`config.mk`:
```
export PLATFORM = sky130hd
export DESIGN_NAME = alu_arbiter
export DESIGN_NICKNAME = d
export VERILOG_FILES = /design/src/rtl/alu_arbiter.sv
export SDC_FILE = /design/constraint.sdc
export NUM_CORES = 1
export LEC_CHECK = 0
export ABC_AREA = 1
export CORE_AREA = 2 2 164 166
export CTS_CLUSTER_SIZE = 40
export DETAILED_ROUTE_END_ITERATION = 16
export DIE_AREA = 0 0 166 168
export HOLD_SLACK_MARGIN = 0.03
export PLACE_DENSITY = 0.7
export SYNTH_ARGS = -nofsm -noshare
export SYNTH_HDL_FRONTEND = slang
export SYNTH_SLANG_ARGS = --single-unit
```
`constraint.sdc`:
```
create_clock -name clk -period 1.6 [get_ports clk]
set_input_delay 0.32 -clock clk [delete_from_list [all_inputs] [get_ports clk]]
set_output_delay 0.32 -clock clk [all_outputs]
set_load 0.02 [all_outputs]
```
`src/rtl/alu_arbiter.sv`:
```
// alu_arbiter: shares one combinational ALU between two requesters.
// Requests are granted round-robin, issued through a registered ALU input
// stage, and the result is returned on the winner's response channel.
module alu_arbiter #(
  parameter int FIRST_GRANT = 0
) (
  input  logic        clk,
  input  logic        rst,
  input  logic        req0_valid,
  output logic        req0_ready,
  input  logic [5:0]  req0_ctrl,
  input  logic [31:0] req0_a,
  input  logic [31:0] req0_b,
  input  logic        req1_valid,
  output logic        req1_ready,
  input  logic [5:0]  req1_ctrl,
  input  logic [31:0] req1_a,
  input  logic [31:0] req1_b,
  output logic        rsp0_valid,
  input  logic        rsp0_ready,
  output logic [31:0] rsp0_r,
  output logic [31:0] rsp0_r2,
  output logic        rsp0_z,
  output logic        rsp0_err,
  output logic        rsp1_valid,
  input  logic        rsp1_ready,
  output logic [31:0] rsp1_r,
  output logic [31:0] rsp1_r2,
  output logic        rsp1_z,
  output logic        rsp1_err,
  output logic [5:0]  alu_ctrl,
  output logic [31:0] alu_a,
  output logic [31:0] alu_b,
  input  logic [31:0] alu_r,
  input  logic [31:0] alu_r2,
  input  logic        alu_z,
  output logic        busy
);

  typedef enum logic [1:0] {IDLE, EXEC, RESP} state_t;

  // last_grant starts as the opposite of FIRST_GRANT so the first contested
  // arbitration goes to FIRST_GRANT.
  localparam logic LAST_GRANT_INIT = (FIRST_GRANT == 0) ? 1'b1 : 1'b0;

  state_t      state;
  state_t      state_next;
  logic        last_grant;
  logic        gnt;
  logic        err;
  logic        any_valid;
  logic        win;
  logic        accept;
  logic        rsp_done;
  logic [5:0]  sel_ctrl;
  logic [31:0] sel_a;
  logic [31:0] sel_b;

  // Legal opcode set is 0x00-0x04 and 0x06-0x14.
  function automatic logic is_legal(input logic [5:0] op);
    return (op <= 6'h04) || ((op >= 6'h06) && (op <= 6'h14));
  endfunction

  // Round-robin winner: a lone requester wins, a tie goes to the one not served last.
  always_comb begin
    any_valid = req0_valid | req1_valid;
    if (req0_valid && req1_valid) begin
      win = ~last_grant;
    end else begin
      win = req1_valid;
    end
    sel_ctrl = win ? req1_ctrl : req0_ctrl;
    sel_a    = win ? req1_a    : req0_a;
    sel_b    = win ? req1_b    : req0_b;
    accept   = (state == IDLE) && any_valid;
    rsp_done = (state == RESP) && (gnt ? rsp1_ready : rsp0_ready);
  end

  // State register.
  always_ff @(posedge clk) begin
    if (rst) begin
      state <= IDLE;
    end else begin
      state <= state_next;
    end
  end

  // Next-state logic and request handshake; ready only ever rises in IDLE.
  always_comb begin
    state_next = state;
    req0_ready = 1'b0;
    req1_ready = 1'b0;
    case (state)
      IDLE: begin
        if (any_valid) begin
          req0_ready = ~win;
          req1_ready = win;
          state_next = EXEC;
        end
      end
      EXEC: begin
        state_next = RESP;
      end
      RESP: begin
        if (rsp_done) begin
          state_next = IDLE;
        end
      end
      default: begin
        state_next = IDLE;
      end
    endcase
  end

  // Registered ALU drive, grant id and illegal-opcode flag, loaded on accept.
  always_ff @(posedge clk) begin
    if (rst) begin
      alu_ctrl <= 6'd0;
      alu_a    <= 32'd0;
      alu_b    <= 32'd0;
      gnt      <= 1'b0;
      err      <= 1'b0;
    end else if (accept) begin
      alu_ctrl <= sel_ctrl;
      alu_a    <= sel_a;
      alu_b    <= sel_b;
      gnt      <= win;
      err      <= ~is_legal(sel_ctrl);
    end
  end

  // Fairness history: updated only when a response completes.
  always_ff @(posedge clk) begin
    if (rst) begin
      last_grant <= LAST_GRANT_INIT;
    end else if (rsp_done) begin
      last_grant <= gnt;
    end
  end

  // busy mirrors the registered FSM state so it is glitch-free.
  always_ff @(posedge clk) begin
    if (rst) begin
      busy <= 1'b0;
    end else begin
      busy <= (state_next != IDLE);
    end
  end

  // Requester 0 response register: captured at the end of EXEC, held until consumed.
  always_ff @(posedge clk) begin
    if (rst) begin
      rsp0_valid <= 1'b0;
      rsp0_r     <= 32'd0;
      rsp0_r2    <= 32'd0;
      rsp0_z     <= 1'b0;
      rsp0_err   <= 1'b0;
    end else if ((state == EXEC) && !gnt) begin
      rsp0_valid <= 1'b1;
      rsp0_r     <= alu_r;
      rsp0_r2    <= alu_r2;
      rsp0_z     <= alu_z;
      rsp0_err   <= err;
    end else if (rsp_done && !gnt) begin
      rsp0_valid <= 1'b0;
    end
  end

  // Requester 1 response register: captured at the end of EXEC, held until consumed.
  always_ff @(posedge clk) begin
    if (rst) begin
      rsp1_valid <= 1'b0;
      rsp1_r     <= 32'd0;
      rsp1_r2    <= 32'd0;
      rsp1_z     <= 1'b0;
      rsp1_err   <= 1'b0;
    end else if ((state == EXEC) && gnt) begin
      rsp1_valid <= 1'b1;
      rsp1_r     <= alu_r;
      rsp1_r2    <= alu_r2;
      rsp1_z     <= alu_z;
      rsp1_err   <= err;
    end else if (rsp_done && gnt) begin
      rsp1_valid <= 1'b0;
    end
  end

endmodule
```
**Sizing map**

Scale bar: 50 um.
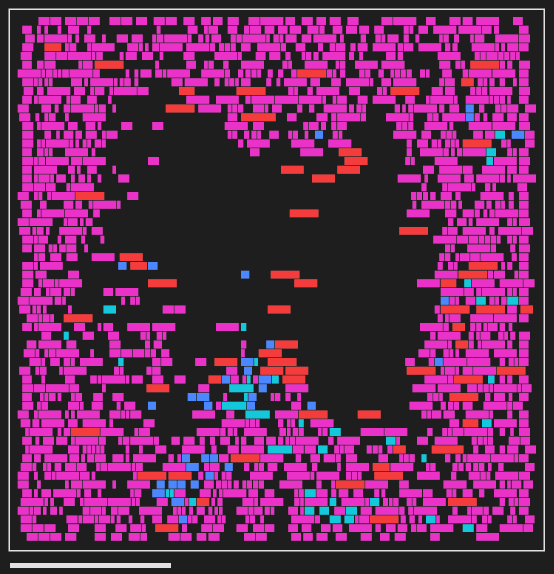
colour	size	cells	most used
blue	x3 and x4	35	buf_4
red	x6 and larger	63	clkbuf_16
cyan	x2	38	a21oi_2
magenta	x1 and smaller	1315	nand2_1

**Metal 2**

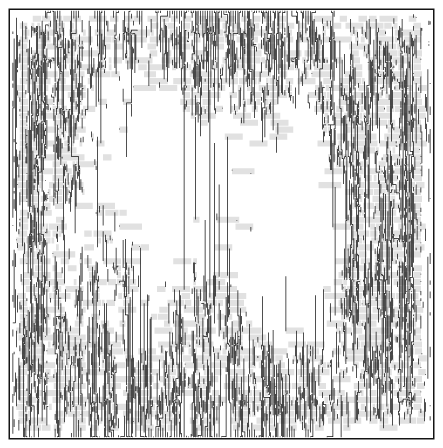
nets with wire on the layer	1401
wire length on this layer	15900 um
share of all routed wire	49%

**Routed metal, one colour a layer**

Two of the layers only.
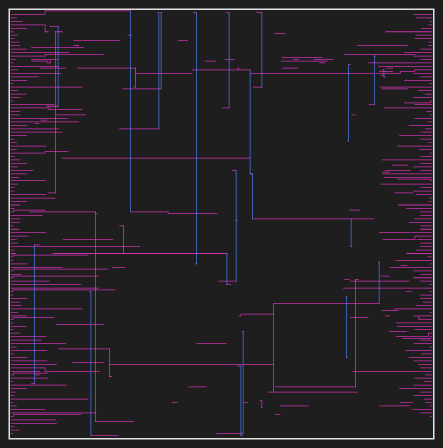
colour	layer	wire length
blue	M4	998 um
magenta	M3	3360 um

**The metal 4 layer**

Scale bar: 50 um.
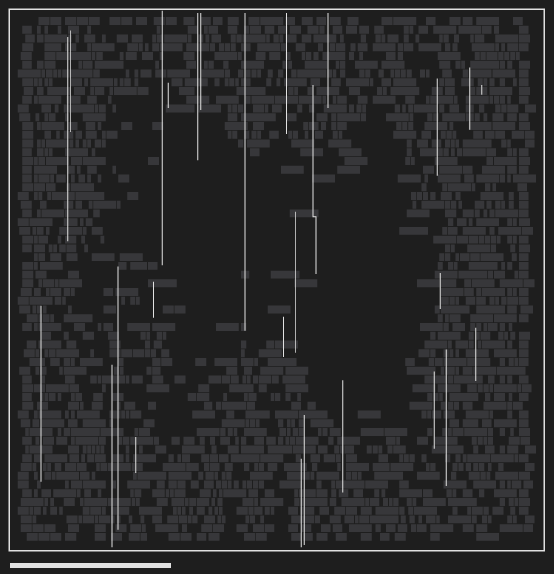
share of all routed wire	3.0%
main direction	vertical

==> out/metrics.csv <==
stage;metric;value;unit
critical_path;crit_buf_inv;4;
floorplanning;die-area;27900;um2
floorplanning;fp_util;30.0;%
sta;period_needed;1.77;ns
sta;setup_ws;-0.171;ns
synth;synth.top_cell.area_share;53.1;%
power;clk-power;5040;uW
global_routing;use_met2;36.4;%
drt;wl_met3;3.36;mm
clocking;clockRootBuffer;clkbuf_16;
sta;finClkSkew;0.0105;ns
sta;rsz0062_at_grt;true;
sta;slew_headroom;50.1;%
sta;final.period_utilization;111;%
power;p_sw;3930;uW
placed_design;gp_congestion;0.845;
critical_path;r2r_slack;-0.02;ns
drt;vias;8949;
global_routing;globalRouteOverflowTotal;0;
min_path;holdPathStages;2;
sta;hold_viol;0;
sta;setup_violations;17;
drt;wl_met1;12.5;mm
power;p_comb_share;21.8;%
global_routing;grt-busiest-layer;met2;
finish;comb_share;25.1;%
sta;tightestPinTransition;0.748;ns
finish;instances_no_fill;1795;
min_path;hp-start;rst;
finish;logic_area;3400;um2
critical_path;cpPeakStageDelay;0.32;ns
finish;flop-count;210;
power;comb_cell_power;3000;uW
finish;signal_buffers;476;
global_routing;use_met3;7.12;%
placed_design;hpwlAfterDp;21.8;mm
run_status;status;finished with violations;
synth;yosys.area_share.xor_xnor;0;%
finish;clkbuf_count;34;
synth;common_cells;nand2_1, dfxtp_1, a21oi_1;
synth;ys_sh_adder;0;%
clocking;clk_pin_slew_worst_paths;0.06;ns
synth;logic_family;simple AND/OR/NAND/NOR gates;
finish;dominant-cell-class;buffers;
run_status;violations;setup timing;
power;p_int;9870;uW
logic make-up after synthesis:
group | Yosys count
AND/OR/NAND/NOR | 483
flip-flops | 210
AND-OR/OR-AND | 231
buffers and inverters | 100
layout by cell type (no fill, tap or decap), drive strengths merged:
| master | count |
|---|---|
| o21bai | 7 |
| inv | 13 |
| bufinv | 1 |
| buf | 55 |
| o21a | 1 |
| clkbuf | 44 |
| diode | 3 |
| nor2 | 10 |
| nand3 | 140 |
| nand2 | 332 |
| clkdlybuf4s50 | 208 |
| a21oi | 148 |
| dlygate4sd2 | 191 |
| nand3b | 1 |
| o21ai | 17 |
| clkinv | 3 |
| a31oi | 58 |
| clkdlybuf4s15 | 12 |
| dfxtp | 210 |
Power is estimated from default activity; no workload was simulated.
